## src/rtl/pipe_stage_buf.sv

```systemverilog
// Elastic valid/ready pipeline stage buffer with freeze and flush; circular array of DEPTH entries.
// Optional PIPE_PERF_EN adds saturating stall_cycles/bubble_cycles counters.
module pipe_stage_buf #(
    parameter  int WIDTH = 32,
    parameter  int DEPTH = 2,
    localparam int CW    = $clog2(DEPTH + 1)
) (
    input  logic             clk,
    input  logic             rst,
    input  logic             flush,
    input  logic             freeze,
    input  logic             in_valid,
    output logic             in_ready,
    input  logic [WIDTH-1:0] in_data,
    output logic             out_valid,
    input  logic             out_ready,
    output logic [WIDTH-1:0] out_data,
    output logic [CW-1:0]    count
`ifdef PIPE_PERF_EN
    ,
    output logic [31:0]      stall_cycles,
    output logic [31:0]      bubble_cycles
`endif
);

    localparam int PW = $clog2(DEPTH);

    logic [PW-1:0]    wr_ptr_q, wr_ptr_d;
    logic [PW-1:0]    rd_ptr_q, rd_ptr_d;
    logic [CW-1:0]    count_q, count_d;
    logic [WIDTH-1:0] mem_q [DEPTH];
    logic             push;
    logic             pop;

    // Handshakes come from registered count only, so no ready path crosses stages.
    assign in_ready  = (count_q != CW'(DEPTH)) && !freeze;
    assign out_valid = (count_q != '0) && !freeze;
    assign out_data  = mem_q[rd_ptr_q];
    assign count     = count_q;

    assign push = in_valid && in_ready && !flush;
    assign pop  = out_valid && out_ready;

    // NOTE: every always_comb output gets its default first so no latch can be inferred.
    always_comb begin
        wr_ptr_d = wr_ptr_q;
        rd_ptr_d = rd_ptr_q;
        count_d  = count_q;
        if (flush) begin
            wr_ptr_d = '0;
            rd_ptr_d = '0;
            count_d  = '0;
        end else begin
            if (push) wr_ptr_d = wr_ptr_q + PW'(1);
            if (pop)  rd_ptr_d = rd_ptr_q + PW'(1);
            case ({push, pop})
                2'b10:   count_d = count_q + CW'(1);
                2'b01:   count_d = count_q - CW'(1);
                default: count_d = count_q;
            endcase
        end
    end

    // NOTE: sequential state uses non-blocking assignments so all registers update together.
    always_ff @(posedge clk or posedge rst) begin
        if (rst) begin
            wr_ptr_q <= '0;
            rd_ptr_q <= '0;
            count_q  <= '0;
        end else begin
            wr_ptr_q <= wr_ptr_d;
            rd_ptr_q <= rd_ptr_d;
            count_q  <= count_d;
        end
    end

    // NOTE: the payload array is deliberately not reset; count gates its visibility.
    always_ff @(posedge clk) begin
        if (push) mem_q[wr_ptr_q] <= in_data;
    end

`ifdef PIPE_PERF_EN
    logic [31:0] stall_q;
    logic [31:0] bubble_q;

    // Counters survive flush and stick at all-ones.
    always_ff @(posedge clk or posedge rst) begin
        if (rst) begin
            stall_q  <= '0;
            bubble_q <= '0;
        end else begin
            if (in_valid && !in_ready && (stall_q != '1))
                stall_q <= stall_q + 32'd1;
            if (out_ready && !out_valid && !freeze && (bubble_q != '1))
                bubble_q <= bubble_q + 32'd1;
        end
    end

    assign stall_cycles  = stall_q;
    assign bubble_cycles = bubble_q;
`endif

endmodule

```

## config.mk

```make
export PLATFORM = sky130hd
export DESIGN_NAME = pipe_stage_buf
export DESIGN_NICKNAME = d
export VERILOG_FILES = /design/src/rtl/pipe_stage_buf.sv
export SDC_FILE = /design/constraint.sdc
export NUM_CORES = 1
export LEC_CHECK = 0
export CAP_MARGIN = 20
export CORE_AREA = 8 8 74 76
export CTS_CLUSTER_DIAMETER = 50
export DETAILED_ROUTE_END_ITERATION = 7
export DIE_AREA = 0 0 82 84
export DONT_BUFFER_PORTS = 1
export PLACE_DENSITY = 0.76
export SYNTH_ARGS = -nofsm -noshare
export SYNTH_HDL_FRONTEND = slang
export SYNTH_SLANG_ARGS = --single-unit
export TNS_END_PERCENT = 30
```

## constraint.sdc

```tcl
create_clock -name clk -period 8.5 [get_ports clk]
set_clock_uncertainty 0.15 [all_clocks]
set_input_delay 0.85 -clock clk [delete_from_list [all_inputs] [get_ports clk]]
set_output_delay 0.85 -clock clk [all_outputs]
set_load 0.05 [all_outputs]
```

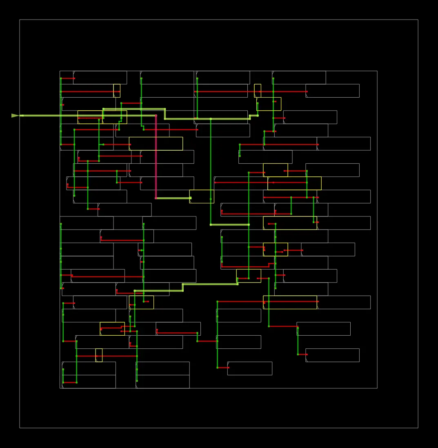
run_1/clocks.png
Clk Latency, worst-skew pair: 0.32 ns
Sinks on Clock Net: 68
clkbuf count: 11
clk pwr: 333 uW
cts bufs inserted: 9

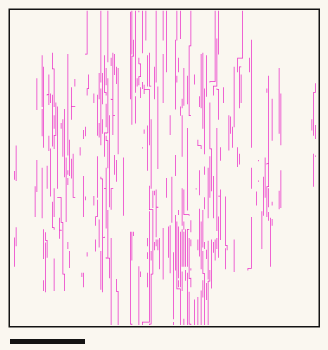
run_1/layer_met2.png
Scale bar: 20 um.
The longest straight run is 30.1 um. The wires run mostly vertical. 163 nets have wire on it. The layer holds 51% of the routed length.

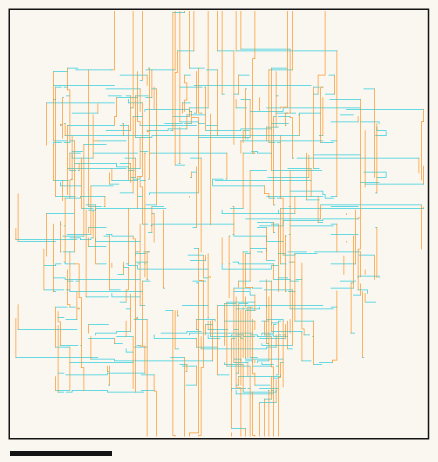
run_1/wires.png
Scale bar: 20 um. Two of the layers only.
metal 1: in cyan, wire length 1,600 um. metal 2: in orange, wire length 2,410 um.

==> qor.yml, run 1 <==
final_timing:
  setup_ws_ns: 5.48
  final-hold-violation-count: 0
  layout_worst_path_cycle_share_pct: 35.5
  min_period_ns: 3.02
  setup_violations: 0
  slew_headroom_pct: 39.8
routing:
  wl_met3_um: 614
  drt_first_pass_iters: 3
  met1_length_mm: 1.60
  ant_nets: 0
  viasPerCell: 5.88
  routed_wl_mm: 4.71
outcome:
  outcome: "completed"
final_layout:
  finalNonFillerCells: 197
  num_antenna_cells: 0
  drive_gt1_share_pct: 25.5
  nFlopsAndLatches: 68
  final_area_um2: 2900
  top_area_cell_class: "flip-flops and latches"
  regArea_um2: 2020
synthesis:
  yosys-top-cells-count: "edfxtp_1, mux2_2, mux2_1"
  top_cells_by_area: "edfxtp_1, mux2_2, mux2_1"
  synth_area_um2: 2570
  yosysUniqueCellTypes: 20
  seq_area_frac_synth_pct: 78.8
  adder_share_pct: 0
  synth_flop_count: 68
  yosysMostFrequentCell: "edfxtp_1"
worst_setup_path:
  crit-reg2reg-launch: "count[0]$_DFFE_PP0P_"
  crit_arrival_ns: 2.02
  cp.required_ns: 7.50
  crit_type: "register to output pin"
grt:
  antenna_found_initial: 0
  grt_use_total_pct: 14.0
floorplanning:
  die_x_um: 82
  boundaryPins: 74
  n_tap_cell: 52
pwr:
  p_leak_nw: 0.960
  pg_comb_uw: 44.4
clocking:
  post_cts_resized: 0
==> run 1: critical path: stages, from the launching register on <==
cell,delay (ns)
dfrtp_1,0.73
buf_4,0.38
mux2_1,0.57
==> run 1: cell usage in the layout, fill, tap and decap left out <==
cell type,n
and4bb_1,1
o21bai_1,1
clkbuf_8,9
nand2b_1,2
edfxtp_1,64
o32ai_1,1
xnor2_1,1
clkbuf_1,2
bufinv_16,4
dfrtp_1,4
inv_1,3
clkinv_1,1
mux2i_1,1
a21oi_1,4
nor2b_2,1
nor4b_2,1
mux2_2,18
or2b_1,1
mux2_1,14
o21ai_0,3
buf_4,3
or3_1,3
nor4_2,1
nor2_1,2
==> run 1: sequential cells by signal, summed over array words and instances (netlist names) <==
name / count
wr_ptr_q: 1
count: 2
rd_ptr_q: 1
mem_q: 64
==> run 2, diff against run 1 <==
- clock period: 8.5 -> 2.91 ns (I/O delays scaled with it)
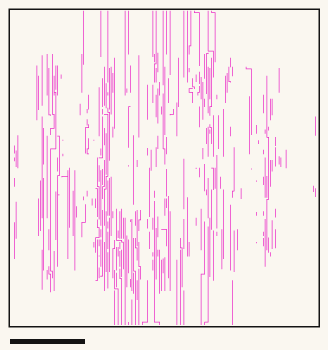
run_2/layer_met2.png
Scale bar: 20 um.
The layer holds 52% of the routed length. 202 nets have wire on it. The longest straight run is 32.5 um. The layer carries 2,540 um of wire. The wires run mostly vertical.

==> qor.yml, run 2 <==
outcome:
  outcome: "completed"  # unchanged
worst_setup_path:
  crit_type: "register to output pin"  # unchanged
  crit_arrival_ns: 1.98  # was 2.02 ns
  cp.required_ns: 2.47  # was 7.50 ns
  crit-reg2reg-launch: "count[0]$_DFFE_PP0P_"  # unchanged
  cp_slowest_cell: "dfrtp_1"  # unchanged
  critical_path.max_stage_delay_ns: 0.70  # was 0.73 ns
final_timing:
  min_period_ns: 2.42
  layout_worst_path_cycle_share_pct: 83.2
  final-hold-violation-count: 0  # unchanged
  slew_headroom_pct: 58.4  # was 39.8%
  setup_violations: 0  # unchanged
final_layout:
  clkbuf_count: 12  # was 11
  lay_top_count: "edfxtp_1"  # unchanged
  num_antenna_cells: 0  # unchanged
  final_area_um2: 3180  # was 2900 um^2
  nFlopsAndLatches: 68  # unchanged
  regMostFlops: "mem_q"  # unchanged
  largest_reg_flops: 64  # unchanged
  top_area_cell_class: "flip-flops and latches"  # unchanged
  mostFrequentLayoutCells: "edfxtp_1, dlygate4sd3_1, mux2_2, mux2_1, clkbuf_8"  # was edfxtp_1, mux2_2, mux2_1, clkbuf_8
  drive_gt1_share_pct: 19.2  # was 25.5%
clocking:
  cts_num_sinks: 68  # unchanged
  post_cts_resized: 0  # unchanged
  worstSkewPairLatency_ns: 0.32  # about the same
routing:
  wl_met3_um: 584  # was 614 um
  viasPerCell: 5.56  # was 5.88
  drt_first_pass_iters: 4  # was 3
  met1_length_mm: 1.68  # was 1.60 mm
  ant_nets: 0  # unchanged
synthesis:
  yosysUniqueCellTypes: 20  # unchanged
  seq_area_frac_synth_pct: 78.8  # unchanged
  synth_flop_count: 68  # unchanged
  yosysMostFrequentCell: "edfxtp_1"  # unchanged
  synth_area_um2: 2570  # unchanged
  top_cells_by_area: "edfxtp_1, mux2_2, mux2_1"  # unchanged
  adder_share_pct: 0  # unchanged
grt:
  antenna_found_initial: 0  # unchanged
pwr:
  pg_comb_uw: 180  # was 44.4 uW
  powerClk_uw: 599  # was 333 uW
floorplanning:
  boundaryPins: 74  # unchanged
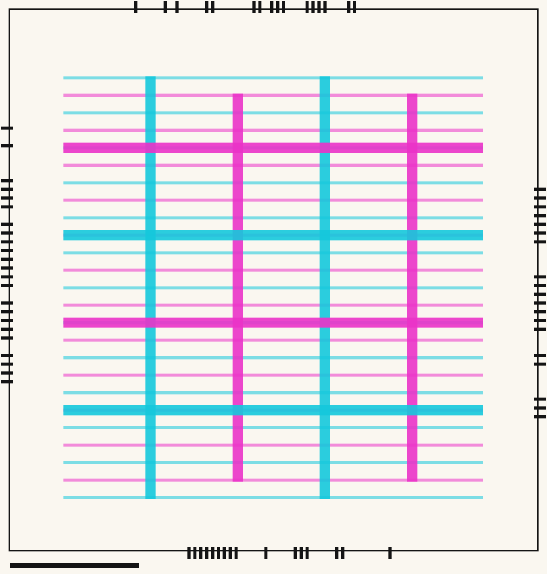
run_2/power_grid.png
Scale bar: 20 um. Pins as bars on the die edge.
VSS: in cyan. VDD: in magenta.
74 signal pins sit on the boundary. The core has 24 rows. 4 straps on met5. 4 straps on met4. 25 met1 rails follow the rows.

[run 2: cell counts after synthesis]
No cell type changed its count.
[run 2: worst max-delay path by stage]
stage	from	to	slack, ns
global route	rd_ptr_q$_DFFE_PP0P_	out_data[28]	0.39
CTS	rd_ptr_q$_DFFE_PP0P_	out_data[7]	0.44
finish	rd_ptr_q$_DFFE_PP0P_	out_data[20]	0.49
detailed placement	count[1]$_DFFE_PP0P_	mem_q[1][13]$_DFFE_PP_	0.76
global placement	count[1]$_DFFE_PP0P_	mem_q[1][13]$_DFFE_PP_	0.83
floorplan	count[1]$_DFFE_PP0P_	mem_q[0][0]$_DFFE_PP_	-0.43
[run 2: critical path, delay by kind of cell, from the launching register on]
family	cells	cell delay (ns)
flip-flops	1	0.70
multiplexers	1	0.57
buffers and inverters	1	0.38
==> run 3, diff against run 2 <==
- CORE_AREA: 8 8 74 76 -> 8 8 78 80
- DIE_AREA: 0 0 82 84 -> 0 0 86 88
- PLACE_DENSITY: 0.76 -> 0.71
- clock period: 2.91 -> 2.05 ns (I/O delays scaled with it)
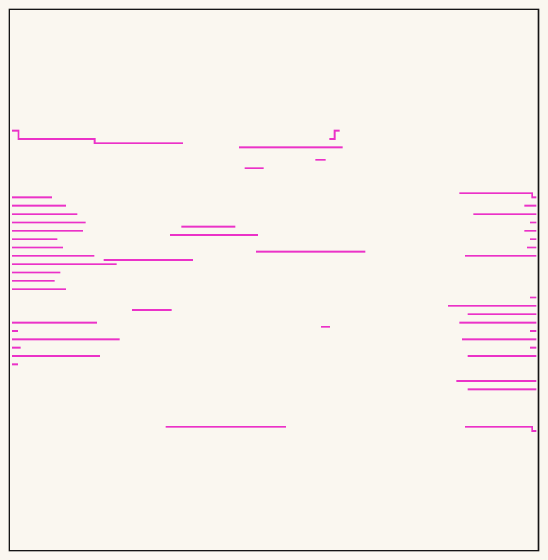
run_3/layer_met3.png
The layer carries 435 um of wire. The wires run mostly horizontal. 43 nets have wire on it. The layer holds 8.6% of the routed length.

==> qor.yml, run 3 <==
final_layout:
  top_area_cell_class: "flip-flops and latches"  # unchanged
  mostFrequentLayoutCells: "edfxtp_1, dlygate4sd3_1, buf_4, mux2_2, mux2_1"  # was edfxtp_1, dlygate4sd3_1, mux2_2, mux2_1, clkbuf_8
  regArea_um2: 2020  # about the same
  drive_gt1_share_pct: 27.5  # was 19.2%
  lay_top_count: "edfxtp_1"  # unchanged
  num_antenna_cells: 0  # unchanged
synthesis:
  top_cells_by_area: "edfxtp_1, mux2_2, mux2_1"  # unchanged
  synth_area_um2: 2570  # unchanged
floorplanning:
  boundaryPins: 74  # unchanged
  n_tap_cell: 70  # was 52
clocking:
  cts-buffers-inserted: 9  # unchanged
  worstSkewPairLatency_ns: 0.32  # about the same
  post_cts_resized: 0  # unchanged
pwr:
  pg_comb_uw: 295  # was 180 uW
  p_leak_nw: 1.19  # was 1.07 nW
  powerClk_uw: 988  # was 599 uW
worst_setup_path:
  critPathTopFamily: "buffers and inverters"  # was flip-flops
  crit_arrival_ns: 2.11  # was 1.98 ns
  cp.buffers_inverters: 2  # was 1
  critical_path.max_stage_delay_ns: 0.57  # was 0.70 ns
  cp.required_ns: 2.16  # was 2.47 ns
final_timing:
  setup_violations: 0  # unchanged
  final-hold-violation-count: 0  # unchanged
outcome:
  outcome: "completed"  # unchanged
routing:
  met1_length_mm: 1.92  # was 1.68 mm
  drt_first_pass_iters: 4  # unchanged
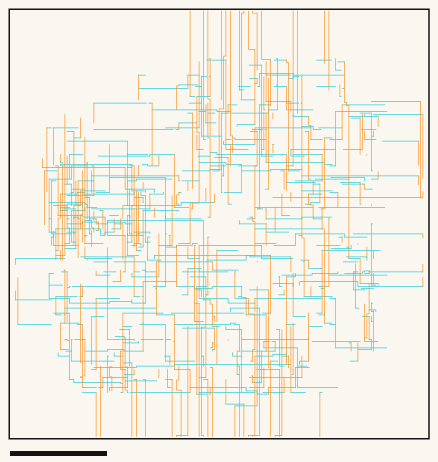
run_3/wires.png
Scale bar: 20 um. Two of the layers only.
metal 1: in cyan, wire length 1,920 um. metal 2: in orange, wire length 2,660 um.
gr usage total: 14.0%
wire length per cell: 18.4 um

-- run 3: cell counts after synthesis --
No cell type changed its count.
-- run 3: path summary, 6_finish.rpt --
kind                                       from              endpoint  slack, ns  cells past startpoint
setup / recovery           count[1]$_DFFE_PP0P_  count[0]$_DFFE_PP0P_       0.05                      5
hold / removal                        out_ready  count[1]$_DFFE_PP0P_       0.02                      3
setup reg to reg           count[1]$_DFFE_PP0P_  count[0]$_DFFE_PP0P_       0.05                      5
hold reg to reg            wr_ptr_q$_DFFE_PP0P_  wr_ptr_q$_DFFE_PP0P_       0.49                      2
max in group asynchronous                   rst  count[0]$_DFFE_PP0P_       1.50                      2
min in group asynchronous                   rst  count[1]$_DFFE_PP0P_       0.07                      2
Power is estimated from default activity; no workload was simulated.
